**src/rtl/ntt_pkg.sv**
```systemverilog
// Shared definitions for the NTT address generator: mode encodings, FSM states and
// counter widths.
package ntt_pkg;

    localparam logic [1:0] MODE_NTT  = 2'b00;
    localparam logic [1:0] MODE_INTT = 2'b01;
    localparam logic [1:0] MODE_IN   = 2'b10;
    localparam logic [1:0] MODE_OUT  = 2'b11;

    // Pass index width covers LOGN-1 passes for LOGN up to 12
    localparam int unsigned PASS_W = 4;
    localparam int unsigned GAP_W  = 16;

    typedef enum logic [2:0] {
        StIdle,
        StIssue,
        StGap,
        StDrain,
        StDone
    } state_e;

endpackage

```
**src/rtl/ntt_addr_calc.sv**
```systemverilog
// Combinational mapping (mode, pass, issue index) -> four butterfly addresses and the
// twiddle ROM index. Stride and group count are powers of two, so div/mod become shift/mask.
module ntt_addr_calc
    import ntt_pkg::*;
#(
    parameter int unsigned LOGN = 8
) (
    input  logic [1:0]        mode,
    input  logic [PASS_W-1:0] pass,
    input  logic [LOGN-3:0]   idx,
    output logic [LOGN-1:0]   a1,
    output logic [LOGN-1:0]   a2,
    output logic [LOGN-1:0]   b1,
    output logic [LOGN-1:0]   b2,
    output logic [LOGN-2:0]   tf
);

    logic [PASS_W-1:0] d_sh;
    logic [PASS_W-1:0] g_sh;
    logic [LOGN-3:0]   grp;
    logic [LOGN-3:0]   rem;
    logic [LOGN-2:0]   grp_cnt;
    logic [LOGN-1:0]   base;
    logic [LOGN-1:0]   d;

    always_comb begin
        // d_sh = log2(stride), g_sh = log2(group count)
        if (mode == MODE_NTT) begin
            d_sh = PASS_W'(LOGN - 2) - pass;
            g_sh = pass;
        end else begin
            d_sh = pass;
            g_sh = PASS_W'(LOGN - 2) - pass;
        end

        grp     = idx >> d_sh;
        rem     = idx & ~({(LOGN - 2){1'b1}} << d_sh);
        grp_cnt = (LOGN - 1)'(1) << g_sh;

        if (mode == MODE_IN || mode == MODE_OUT) begin
            base = {idx, 2'b00};
            d    = LOGN'(1);
            tf   = '0;
        end else begin
            base = (LOGN'(grp) << (d_sh + PASS_W'(2))) | LOGN'(rem);
            d    = LOGN'(1) << d_sh;
            if (mode == MODE_NTT) begin
                tf = grp_cnt + (LOGN - 1)'(grp);
            end else begin
                // 2G can wrap to zero at pass 0; the modular result is still 2G-1-g
                tf = (grp_cnt << 1) - (LOGN - 1)'(1) - (LOGN - 1)'(grp);
            end
        end

        a1 = base;
        a2 = base + d;
        b1 = base + (d << 1);
        b2 = base + (d << 1) + d;
    end

endmodule

```
**src/rtl/ntt_addr_gen_param.sv**
```systemverilog
// NTT/INTT address and twiddle sequencer with valid/ready issue handshake, per-issue
// occupancy gaps and inter-pass drain gaps.
module ntt_addr_gen_param
    import ntt_pkg::*;
#(
    parameter int unsigned LOGN      = 8,
    parameter int unsigned ISSUE_GAP = 14,
    parameter int unsigned PASS_GAP  = 4
) (
    input  logic              clk,
    input  logic              rst,
    input  logic              start,
    input  logic [1:0]        mode,
    input  logic              addr_ready,
    output logic              addr_valid,
    output logic [LOGN-1:0]   radda1,
    output logic [LOGN-1:0]   radda2,
    output logic [LOGN-1:0]   raddb1,
    output logic [LOGN-1:0]   raddb2,
    output logic [LOGN-2:0]   tf_addr,
    output logic [PASS_W-1:0] pass_idx,
    output logic              pass_end,
    output logic              busy,
    output logic              done
);

    localparam int unsigned    IW     = LOGN - 2;
    localparam logic [IW-1:0]  I_LAST = '1;

    state_e            state_q, state_d;
    logic [1:0]        mode_q, mode_d;
    logic [PASS_W-1:0] pass_q, pass_d;
    logic [IW-1:0]     i_q, i_d;
    logic [GAP_W-1:0]  gap_q, gap_d;
    logic              xfer;
    logic              last_pass;

    logic [LOGN-1:0]   c_a1, c_a2, c_b1, c_b2;
    logic [LOGN-2:0]   c_tf;

    logic              valid_d, pass_end_d, busy_d, done_d;
    logic [LOGN-1:0]   a1_d, a2_d, b1_d, b2_d;
    logic [LOGN-2:0]   tf_d;

    assign xfer      = addr_valid & addr_ready;
    assign last_pass = (mode_q == MODE_NTT || mode_q == MODE_INTT) ?
                       (pass_q == PASS_W'(LOGN - 2)) : (pass_q == '0);

    always_ff @(posedge clk) begin
        if (rst) begin
            state_q <= StIdle;
            mode_q  <= '0;
            pass_q  <= '0;
            i_q     <= '0;
            gap_q   <= '0;
        end else begin
            state_q <= state_d;
            mode_q  <= mode_d;
            pass_q  <= pass_d;
            i_q     <= i_d;
            gap_q   <= gap_d;
        end
    end

    always_comb begin
        state_d = state_q;
        mode_d  = mode_q;
        pass_d  = pass_q;
        i_d     = i_q;
        gap_d   = gap_q;
        unique case (state_q)
            StIdle: begin
                if (start) begin
                    state_d = StIssue;
                    mode_d  = mode;
                    pass_d  = '0;
                    i_d     = '0;
                end
            end
            StIssue: begin
                if (xfer) begin
                    if (i_q != I_LAST) begin
                        i_d = i_q + IW'(1);
                        if (ISSUE_GAP != 0) begin
                            state_d = StGap;
                            gap_d   = GAP_W'(ISSUE_GAP - 1);
                        end
                    end else if (last_pass) begin
                        state_d = StDone;
                        i_d     = '0;
                        pass_d  = '0;
                    end else begin
                        i_d    = '0;
                        pass_d = pass_q + PASS_W'(1);
                        if (PASS_GAP != 0) begin
                            state_d = StDrain;
                            gap_d   = GAP_W'(PASS_GAP - 1);
                        end
                    end
                end
            end
            StGap, StDrain: begin
                if (gap_q == '0) begin
                    state_d = StIssue;
                end else begin
                    gap_d = gap_q - GAP_W'(1);
                end
            end
            StDone:  state_d = StIdle;
            default: state_d = StIdle;
        endcase
    end

    // Addresses are computed for the next issue so they register alongside addr_valid
    ntt_addr_calc #(
        .LOGN (LOGN)
    ) u_calc (
        .mode (mode_d),
        .pass (pass_d),
        .idx  (i_d),
        .a1   (c_a1),
        .a2   (c_a2),
        .b1   (c_b1),
        .b2   (c_b2),
        .tf   (c_tf)
    );

    always_comb begin
        valid_d    = (state_d == StIssue);
        pass_end_d = (state_d == StIssue) && (i_d == I_LAST);
        busy_d     = (state_d != StIdle);
        done_d     = (state_d == StDone);
        a1_d       = radda1;
        a2_d       = radda2;
        b1_d       = raddb1;
        b2_d       = raddb2;
        tf_d       = tf_addr;
        if (state_d == StIssue) begin
            a1_d = c_a1;
            a2_d = c_a2;
            b1_d = c_b1;
            b2_d = c_b2;
            tf_d = c_tf;
        end
    end

    always_ff @(posedge clk) begin
        if (rst) begin
            addr_valid <= 1'b0;
            radda1     <= '0;
            radda2     <= '0;
            raddb1     <= '0;
            raddb2     <= '0;
            tf_addr    <= '0;
            pass_idx   <= '0;
            pass_end   <= 1'b0;
            busy       <= 1'b0;
            done       <= 1'b0;
        end else begin
            addr_valid <= valid_d;
            radda1     <= a1_d;
            radda2     <= a2_d;
            raddb1     <= b1_d;
            raddb2     <= b2_d;
            tf_addr    <= tf_d;
            pass_idx   <= pass_d;
            pass_end   <= pass_end_d;
            busy       <= busy_d;
            done       <= done_d;
        end
    end

endmodule

```
**config.mk**
```make
export PLATFORM = sky130hd
export DESIGN_NAME = ntt_addr_gen_param
export DESIGN_NICKNAME = d
export VERILOG_FILES = /design/src/rtl/ntt_pkg.sv /design/src/rtl/ntt_addr_calc.sv /design/src/rtl/ntt_addr_gen_param.sv
export SDC_FILE = /design/constraint.sdc
export NUM_CORES = 1
export LEC_CHECK = 0
export ABC_AREA = 1
export CAP_MARGIN = 20
export CORE_UTILIZATION = 50
export CTS_BUF_LIST = sky130_fd_sc_hd__clkbuf_8
export DETAILED_ROUTE_END_ITERATION = 12
export PLACE_DENSITY = 0.72
export SLEW_MARGIN = 20
export SYNTH_ARGS = -nofsm -noshare
export SYNTH_HDL_FRONTEND = slang
export SYNTH_HIERARCHICAL = 1
export SYNTH_SLANG_ARGS = --single-unit
```
**constraint.sdc**
```tcl
create_clock -name clk -period 9.6 [get_ports clk]
set_clock_uncertainty 0.1 [all_clocks]
set_input_delay 1.92 -clock clk [delete_from_list [all_inputs] [get_ports clk]]
set_output_delay 1.92 -clock clk [all_outputs]
set_load 0.02 [all_outputs]
```
### Zoomed window

Region (72, 16) to (97, 41) µm. Cells in grey, sequential cells in the stronger grey; small squares are vias.
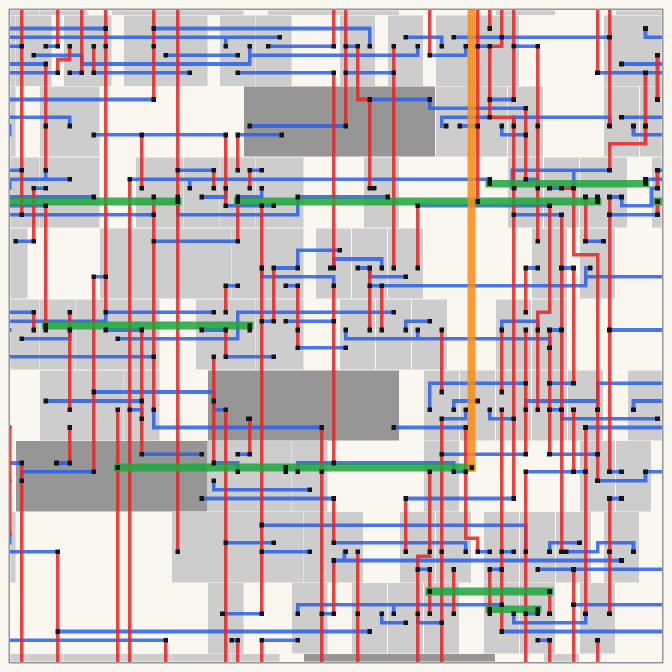
metal 1: marked blue. metal 3: marked green. metal 4: marked orange. metal 2: marked red.
75 logic cells have their middle in the window. Most frequent: nor2_1 (23), nand2_1 (23), inv_1 (7). Sequential cells in the window: 3. Netlist names of flops here include gap_q (3).

### Power grid

The bar under the picture is 20 µm long. Pins as bars on the die edge. Tap cells in grey.
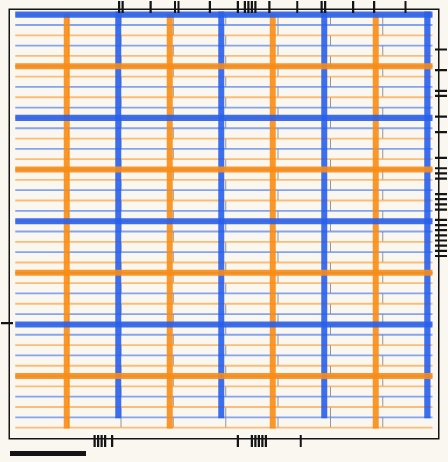
VSS: marked orange. VDD: marked blue.
8 straps on met5. 41 met1 rails follow the rows. 53 signal pins sit on the boundary. 8 straps on met4. The core has 40 rows.
chip width: 112.7 µm
Die Height: 112.7 µm

### Wiring by layer

Only two layers are drawn.
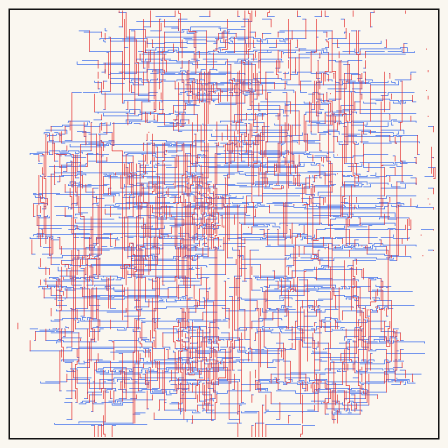
metal 2: marked red, wire length 6230 µm. metal 1: marked blue, wire length 7170 µm.
average wire length per cell after detail routing: 12.86 µm
vias after detailed routing: 5852
total length of routed wires: 14460 µm
Total Routing Usage GR: 24.13%

### Metal 4

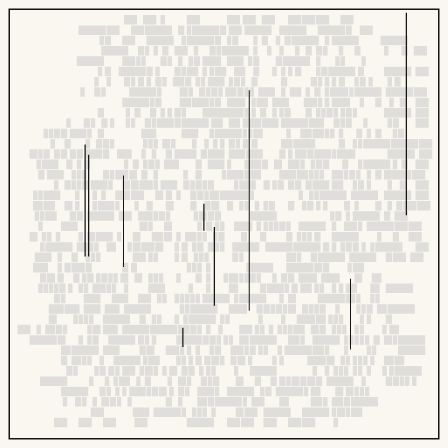
The layer carries 241 µm of wire. 9 nets have wire on it. The wires run mostly vertical. The layer holds 1.7% of the routed length. The longest straight run is 57.8 µm.

==> reports/results.txt <==
result of the run = complete, no violations
layout-stage area growth over the synthesis result = 11.92%
half-perimeter wire length of the detailed placement result = 10710 µm
Worst Setup Slack post-DPL = 1.510 ns
maximum vdd ir drop = 0.00005628 V
CP peak stage delay = 0.47 ns
standard cell with the maximum stage delay on the critical path = sky130_fd_sc_hd__clkdlybuf4s50_1
MUX area fraction = 0%
Vias/cell = 5.202
count of mapped cells out of synthesis = 942
switching power total = 0.3732 mW
terminating pin of the worst hold path = gap_q[1]$_SDFFE_PP0P_
H-tree Lvls = 3
and-or/or-and share of the synthesized area = 14.49%
EDFF count, synth = 0
Final Max-Slew Violation Tally = 0
hold violation count in the final report = 0
Synth Register Bits = 74
cell count listed in synth_stat.txt = 942
count of input and output buffers = 52
total congestion overflow = 0
Static Leakage = 3.215 nW
Crit path required time = 9.75 ns
Post-CTS Setup Bufs = 0
TritonCTS Buffers = 9
Critical R2R Launch = i_q[0]$_SDFF_PP0_
antenna fix cells = 0
normalized max-slew margin = 45.20%
fillers = 1187
yosys warns = 6
post-route fraction of the period consumed by the critical path = 81.44%
Setup Crit Path Kind = input port to flop
minimum setup slack in the final design = 1.781 ns
proportion of power drawn by combinational gates = 38.4%
endpoint class of the critical path = flop
number of cells traversed by the worst register-to-register path = 37
max-capacitance violation count = 0
share of synthesized area occupied by flip-flops and latches = 24.16%
CTS clk-pin slew, worst paths = 0.07 ns
terminus of the critical flop-to-flop path = raddb2[7]$_SDFFE_PP0N_
worst-path maximum fanout = 18
crit path capture = raddb2[7]$_SDFFE_PP0N_
num rows = 40
Initial DRC Count = 450
class of the most critical hold timing path = flop to flop
chip area line of the yosys report = 6132 µm²
switching fraction of total power = 37.75%
register cell area after layout = 1481 µm²
adder and majority gate portion of the synthesized area = 9.794%
cell area after synthesis = 6132 µm²
Crit path arrival time = 7.97 ns
total negative slack = 0 ns
Die Area = 12710 µm²
number of warnings the tools reported = 31
Synth cell types = 48
cell-internal power = 0.6154 mW
R2R Setup Slk = 3.27 ns
sort of element at the start of the critical path = input port
core area = 11960 µm²
MI comb area = 3891 µm²
number of hold buffers added after CTS = 0
Worst Hold Path Cells = 2
Synth Area per Inst = 6.510 µm²
xor/xnor share of the synthesized area = 3.407%
area share of and/or/nand/nor cells after synthesis = 35.77%
Critical Path Most Common Cell = sky130_fd_sc_hd__nand2_1
first-pass GRT wire length = 24810 µm
number of antenna violations at the first check in global routing = 0
clock power share = 26.7%
Root Buffer = sky130_fd_sc_hd__clkbuf_8
post-route antenna net violation count = 0
number of top-level design ports = 53
CTS sink cnt = 74
most common flop cell mapped by yosys = sky130_fd_sc_hd__dfxtp_1
number of search-and-repair iterations in the first detailed-routing pass = 7
routability cong. = 0.9439
worst hold slack = 0.3789 ns
setup repair after global routing missed its margin = false
floorplan net count = 993
maximum number of pins on one net before global-route repair = 81
power density cells = 144.0 nW/µm²
minimum clock period = 7.819 ns
FFs w/ async S/R, synth = 0%
maximum clock frequency = 127.9 MHz
Residual DRC = 0
-- flip-flops by register name, indices dropped and copies added (netlist names) --
register,cells
radda2,8
addr_valid,1
done,1
state_q,3
mode_q,2
radda1,8
raddb1,8
gap_q,16
tf_addr,7
i_q,6
busy,1
raddb2,8
pass_idx,4
pass_end,1
-- routing by layer --
layer / wire length (µm) / part of all wire (%) / GRT usage (%) / up-vias
met5: 0 / 0 / 0 / -
met1: 7172 / 50 / 34.08 / 2558
li1: - / - / - / 3093
met4: 240 / 1.7 / 7.911 / 0
met3: 820 / 5.7 / 4.713 / 21
met2: 6231 / 43 / 36.83 / 180
-- synth_stat cells (7+ instances only) --
library cell	count	share of area, %
sky130_fd_sc_hd__nor2_1	102	6.2
sky130_fd_sc_hd__nand3_1	80	6.5
sky130_fd_sc_hd__nand3_2	13	2.1
sky130_fd_sc_hd__ha_1	40	8.2
sky130_fd_sc_hd__nand2_4	8	1.5
sky130_fd_sc_hd__inv_1	133	8.1
sky130_fd_sc_hd__clkbuf_1	10	0.61
sky130_fd_sc_hd__nand2_1	195	12
sky130_fd_sc_hd__xor2_1	11	1.6
sky130_fd_sc_hd__nand4_1	14	1.4
sky130_fd_sc_hd__inv_2	7	0.43
sky130_fd_sc_hd__o21ai_0	35	2.9
sky130_fd_sc_hd__xnor2_1	11	1.6
sky130_fd_sc_hd__buf_2	18	1.5
sky130_fd_sc_hd__nand2_2	17	1.7
sky130_fd_sc_hd__dfxtp_1	74	24
sky130_fd_sc_hd__a21oi_1	86	7.0
sky130_fd_sc_hd__nor3_1	13	1.1
-- power groups by stage --
stage,clock [mW],sequential [mW],combinational (mW)
finish,0.264,0.345,0.380
global placement,0,0.352,0.375
detailed placement,0,0.352,0.377
global route,0.287,0.348,0.425
floorplan,0,0.378,0.257
CTS,0.270,0.345,0.379
-- through the flow --
step | util, % | area (µm²) | power (mW) | cells
3_3_place_gp | 55.58 | 6648 | 0.7271 | 1109
6_report | 57.37 | 6863 | 0.9886 | 1125
5_1_grt | 57.37 | 6863 | 1.061 | 1125
3_5_place_dp | 55.58 | 6648 | 0.7289 | 1109
4_1_cts | 57.37 | 6863 | 0.9944 | 1125
2_1_floorplan | - | 6132 | 0.6347 | 942
-- placed cells by master, fill, tap and decap left out, types with 14 or more instances in the layout --
master and count:
sky130_fd_sc_hd__inv_1 134, sky130_fd_sc_hd__nand2_2 17, sky130_fd_sc_hd__nand3_1 80, sky130_fd_sc_hd__ha_1 40
sky130_fd_sc_hd__nor2_1 102, sky130_fd_sc_hd__clkdlybuf4s50_1 52, sky130_fd_sc_hd__o21ai_0 35, sky130_fd_sc_hd__dfxtp_1 74
sky130_fd_sc_hd__a21oi_1 86, sky130_fd_sc_hd__nand4_1 14, sky130_fd_sc_hd__nand2_1 195
-- layout make-up --
type	count	share of cell area [%]
Tap cell	147	2.680
Clock inverter	4	0.7293
Clock buffer	12	2.407
Timing Repair Buffer	57	8.131
Multi-Input combinational cell	689	56.70
Inverter	142	7.767
Sequential cell	74	21.59
-- worst max-delay path, delay by kind of cell --
family          cells  cell delay (ns)
fa+ha+maj           4             1.33
xor+xnor            2             0.36
simple gates       17             1.75
compound gates      6             1.32
buf+inv             8             1.27
No activity file was given, so power comes from the tool's default toggle rates.
